--- src/rtl/button_input_pkg.sv ---
// Shared game definitions used by the button input path: state/arrow encodings
// and the chord FSM state type.
package button_input_pkg;

  localparam int STATE_BITS      = 2;
  localparam int NUM_ARROWS_BITS = 3;

  localparam logic [STATE_BITS:0] STATE_PLAY = 3'd2;

  // Arrow bit positions inside every 4-bit button mask.
  localparam int ARROW_U = 3;
  localparam int ARROW_D = 2;
  localparam int ARROW_L = 1;
  localparam int ARROW_R = 0;

  typedef enum logic [1:0] {
    CHORD_IDLE    = 2'd0,
    CHORD_COLLECT = 2'd1,
    CHORD_EMIT    = 2'd2
  } chord_state_e;

  function automatic logic is_play(input logic [STATE_BITS:0] st);
    return (st == STATE_PLAY);
  endfunction

endpackage

--- src/rtl/button_input_if.sv ---
// Raw buttons and game state in, debounced levels and chord events out.
interface button_input_if;
  import button_input_pkg::*;

  logic                     btnU;
  logic                     btnD;
  logic                     btnL;
  logic                     btnR;
  logic [STATE_BITS:0]      state;
  logic [3:0]               held_mask;
  logic [NUM_ARROWS_BITS:0] press_mask;
  logic                     press_valid;

  modport master (
    output btnU, btnD, btnL, btnR, state,
    input  held_mask, press_mask, press_valid
  );

  modport slave (
    input  btnU, btnD, btnL, btnR, state,
    output held_mask, press_mask, press_valid
  );

endinterface

--- src/rtl/button_input_debounce.sv ---
// Two-flop synchronizer plus stability counter for one button; o_rise is high
// in the cycle whose closing edge moves the stable level from 0 to 1.
module button_input_debounce #(
  parameter int DEBOUNCE_CYCLES = 1000000,
  parameter int DEB_BITS        = 20
) (
  input  logic clk,
  input  logic rst,
  input  logic i_btn,
  output logic o_stable,
  output logic o_rise
);

  localparam logic [DEB_BITS-1:0] DEB_LAST = DEB_BITS'(DEBOUNCE_CYCLES - 1);

  logic                r_s1;
  logic                r_s2;
  logic                r_stable;
  logic [DEB_BITS-1:0] r_cnt;
  logic                w_accept;

  assign w_accept = (r_s2 != r_stable) && (r_cnt == DEB_LAST);

  // Synchronize, then count consecutive cycles that disagree with the stable level.
  always_ff @(posedge clk or posedge rst) begin
    if (rst) begin
      r_s1     <= 1'b0;
      r_s2     <= 1'b0;
      r_stable <= 1'b0;
      r_cnt    <= {DEB_BITS{1'b0}};
    end else begin
      r_s1 <= i_btn;
      r_s2 <= r_s1;
      if (r_s2 == r_stable) begin
        r_cnt <= {DEB_BITS{1'b0}};
      end else if (w_accept) begin
        r_stable <= r_s2;
        r_cnt    <= {DEB_BITS{1'b0}};
      end else begin
        r_cnt <= r_cnt + DEB_BITS'(1);
      end
    end
  end

  assign o_stable = r_stable;
  assign o_rise   = w_accept & r_s2;

endmodule

--- src/rtl/button_input.sv ---
// Debounces the four arrow buttons and merges presses that land within one
// collection window into a single chord pulse, only while the game is in play.
module button_input
  import button_input_pkg::*;
#(
  parameter int DEBOUNCE_CYCLES = 1000000,
  parameter int DEB_BITS        = 20,
  parameter int CHORD_CYCLES    = 2000000,
  parameter int CHORD_BITS      = 21
) (
  input logic           clk,
  input logic           reset,
  button_input_if.slave btn_if
);

  localparam logic [CHORD_BITS-1:0] CHORD_LAST = CHORD_BITS'(CHORD_CYCLES - 1);

  logic [3:0]               w_raw;
  logic [3:0]               w_stable;
  logic [3:0]               w_ev;
  logic                     w_play;
  logic                     w_emit;
  chord_state_e             r_state;
  chord_state_e             w_state_nxt;
  logic [NUM_ARROWS_BITS:0] r_mask;
  logic [NUM_ARROWS_BITS:0] w_mask_nxt;
  logic [CHORD_BITS-1:0]    r_timer;
  logic [CHORD_BITS-1:0]    w_timer_nxt;

  assign w_raw[ARROW_U] = btn_if.btnU;
  assign w_raw[ARROW_D] = btn_if.btnD;
  assign w_raw[ARROW_L] = btn_if.btnL;
  assign w_raw[ARROW_R] = btn_if.btnR;

  for (genvar g = 0; g < 4; g++) begin : g_btn
    button_input_debounce #(
      .DEBOUNCE_CYCLES (DEBOUNCE_CYCLES),
      .DEB_BITS        (DEB_BITS)
    ) u_deb (
      .clk      (clk),
      .rst      (reset),
      .i_btn    (w_raw[g]),
      .o_stable (w_stable[g]),
      .o_rise   (w_ev[g])
    );
  end

  assign w_play = is_play(btn_if.state);

  // Chord state, accumulated mask and window timer.
  always_ff @(posedge clk or posedge reset) begin
    if (reset) begin
      r_state <= CHORD_IDLE;
      r_mask  <= 4'b0000;
      r_timer <= {CHORD_BITS{1'b0}};
    end else begin
      r_state <= w_state_nxt;
      r_mask  <= w_mask_nxt;
      r_timer <= w_timer_nxt;
    end
  end

  // Next-state logic; leaving play abandons whatever chord is in progress.
  always_comb begin
    w_state_nxt = r_state;
    w_mask_nxt  = r_mask;
    w_timer_nxt = r_timer;
    if (!w_play) begin
      w_state_nxt = CHORD_IDLE;
      w_mask_nxt  = 4'b0000;
      w_timer_nxt = {CHORD_BITS{1'b0}};
    end else begin
      case (r_state)
        CHORD_IDLE: begin
          if (w_ev != 4'b0000) begin
            w_state_nxt = CHORD_COLLECT;
            w_mask_nxt  = w_ev;
            w_timer_nxt = {CHORD_BITS{1'b0}};
          end else begin
            w_state_nxt = CHORD_IDLE;
          end
        end
        CHORD_COLLECT: begin
          w_mask_nxt = r_mask | w_ev;
          if (r_timer == CHORD_LAST) begin
            w_state_nxt = CHORD_EMIT;
          end else begin
            w_timer_nxt = r_timer + CHORD_BITS'(1);
          end
        end
        CHORD_EMIT: begin
          // A press landing in the emit cycle opens the next chord immediately.
          if (w_ev != 4'b0000) begin
            w_state_nxt = CHORD_COLLECT;
            w_mask_nxt  = w_ev;
            w_timer_nxt = {CHORD_BITS{1'b0}};
          end else begin
            w_state_nxt = CHORD_IDLE;
            w_mask_nxt  = 4'b0000;
          end
        end
        default: begin
          w_state_nxt = CHORD_IDLE;
          w_mask_nxt  = 4'b0000;
          w_timer_nxt = {CHORD_BITS{1'b0}};
        end
      endcase
    end
  end

  // The pulse is gated by the live game state so a mid-cycle exit from play suppresses it.
  always_comb begin
    w_emit = 1'b0;
    if ((r_state == CHORD_EMIT) && w_play) begin
      w_emit = 1'b1;
    end else begin
      w_emit = 1'b0;
    end
  end

  assign btn_if.press_valid = w_emit;
  assign btn_if.press_mask  = w_emit ? r_mask : 4'b0000;
  assign btn_if.held_mask   = w_stable;

endmodule

--- src/flat_wrapper.sv ---
// flat-port wrapper written by rule: the top's interface ports become plain ports
module button_input_flat import button_input_pkg::*;
#(
  parameter int DEBOUNCE_CYCLES = 1000000,
  parameter int DEB_BITS        = 20,
  parameter int CHORD_CYCLES    = 2000000,
  parameter int CHORD_BITS      = 21
)
  (clk, reset, btn_if_btnU, btn_if_btnD, btn_if_btnL, btn_if_btnR, btn_if_state, btn_if_held_mask, btn_if_press_mask, btn_if_press_valid);
  button_input_if btn_if_i ();
  input logic clk;
  input logic reset;
  input wire logic [$bits(btn_if_i.btnU)-1:0] btn_if_btnU;
  input wire logic [$bits(btn_if_i.btnD)-1:0] btn_if_btnD;
  input wire logic [$bits(btn_if_i.btnL)-1:0] btn_if_btnL;
  input wire logic [$bits(btn_if_i.btnR)-1:0] btn_if_btnR;
  input wire logic [$bits(btn_if_i.state)-1:0] btn_if_state;
  output wire logic [$bits(btn_if_i.held_mask)-1:0] btn_if_held_mask;
  output wire logic [$bits(btn_if_i.press_mask)-1:0] btn_if_press_mask;
  output wire logic [$bits(btn_if_i.press_valid)-1:0] btn_if_press_valid;
  assign btn_if_i.btnU = btn_if_btnU;
  assign btn_if_i.btnD = btn_if_btnD;
  assign btn_if_i.btnL = btn_if_btnL;
  assign btn_if_i.btnR = btn_if_btnR;
  assign btn_if_i.state = btn_if_state;
  assign btn_if_held_mask = btn_if_i.held_mask;
  assign btn_if_press_mask = btn_if_i.press_mask;
  assign btn_if_press_valid = btn_if_i.press_valid;
  button_input #(.DEBOUNCE_CYCLES(DEBOUNCE_CYCLES), .DEB_BITS(DEB_BITS), .CHORD_CYCLES(CHORD_CYCLES), .CHORD_BITS(CHORD_BITS)) u_core (.clk(clk), .reset(reset), .btn_if(btn_if_i));
endmodule
--- config.mk ---
export PLATFORM = sky130hd
export DESIGN_NAME = button_input_flat
export DESIGN_NICKNAME = d
export VERILOG_FILES = /design/src/rtl/button_input_pkg.sv /design/src/rtl/button_input_if.sv /design/src/rtl/button_input_debounce.sv /design/src/rtl/button_input.sv /design/src/flat_wrapper.sv
export SDC_FILE = /design/constraint.sdc
export NUM_CORES = 1
export LEC_CHECK = 0
export CORE_ASPECT_RATIO = 1.2
export CORE_UTILIZATION = 30
export CTS_CLUSTER_SIZE = 12
export DETAILED_ROUTE_END_ITERATION = 10
export PLACE_DENSITY = 0.49
export SYNTH_ARGS = -nofsm -noshare
export SYNTH_HDL_FRONTEND = slang
export SYNTH_SLANG_ARGS = --single-unit
export TNS_END_PERCENT = 20
--- constraint.sdc ---
create_clock -name clk -period 4.2 [get_ports clk]
set_input_delay 0.84 -clock clk [delete_from_list [all_inputs] [get_ports clk]]
set_output_delay 0.84 -clock clk [all_outputs]
set_load 0.02 [all_outputs]
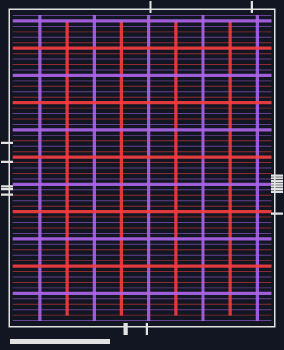
**Above:** floorplan with the power grid.
Scale bar: 50 um. Pins as bars on the die edge.
| color | net |
|---|---|
| purple | VSS |
| red | VDD |
rows: 56
met1 rails: 57
met4 straps: 9
met5 straps: 11
die span in x: 132 um
worst ir drop on vdd: 0.236 mV

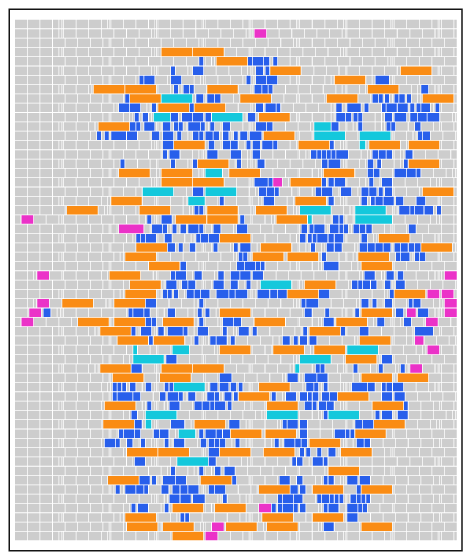
**Above:** cell classes on the final placement.
Fill, decap, tap and diode cells in gray.
| color | class | cells | share of their area |
|---|---|---|---|
| orange | flops | 119 | 44% |
| magenta | other buffers and delay cells | 21 | 3.2% |
| cyan | clock drivers and dummy loads | 29 | 8.3% |
| blue | combinational and other logic | 505 | 44% |
final standard cell area without fillers: 7050 um2
number of placement rows: 56
final core utilization: 35.8%
share of cell area taken by flip-flops and latches: 42.2%
Floorplan Core Area: 19700 um2

==> PnR_summary.wiki <==
== Flow metrics ==
{| class="wikitable"
! Metric !! Value
|-
| Status || complete, no violations
|-
| Worst-skew pair later-pin latency || ~0.41 ns
|-
| Final TNS setup || 0 ns
|-
| Adder-cell area share of the yosys netlist || under 10%
|-
| Timing startpoint of the critical path || btn_if_state[0]
|-
| Worst r2r src || u_core.g_btn[0].u_deb.r_cnt[12]
|-
| Logic area || roughly 2900 um2
|-
| Share of total power consumed by net switching || between 20% and 30%
|-
| Final Wtd Congestion || approximately 0.77
|-
| Number of sinks handled by clock tree synthesis || 119
|-
| Number of cells on the worst reg-to-reg path || 5
|-
| Cells in synth_stat.txt || about 650
|-
| Power density cells || roughly 370 nW/um2
|-
| Final net count || 678
|-
| Top sig layer || met4
|-
| Non-clock buffers || 21
|-
| Post-route setup slack || 0.706 ns
|-
| Post-layout minimum cycle time || around 3.5 ns
|-
| Routed length on met1 || 6240 um
|-
| Number of warnings the tools reported || 26
|-
| End point of the critical path || btn_if_press_mask[0]
|}
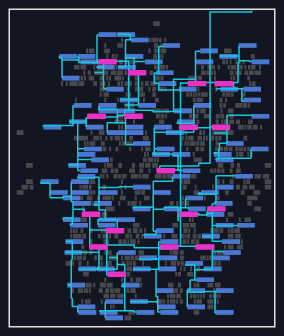
**Above:** clock distribution.
[magenta] clock drivers | count: 17
[blue] flip-flops | count: 119
[cyan] clock wires | length: 1720 um
routed clock nets: 18

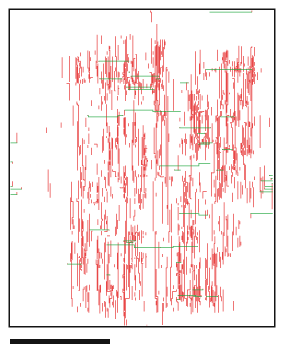
**Above:** signal wires by layer.
Scale bar: 50 um. Only two layers are drawn.
| color | layer | wire length |
|---|---|---|
| red | metal 2 | 6310 um |
| green | metal 3 | 399 um |

Power and IR drop assume default switching activity.
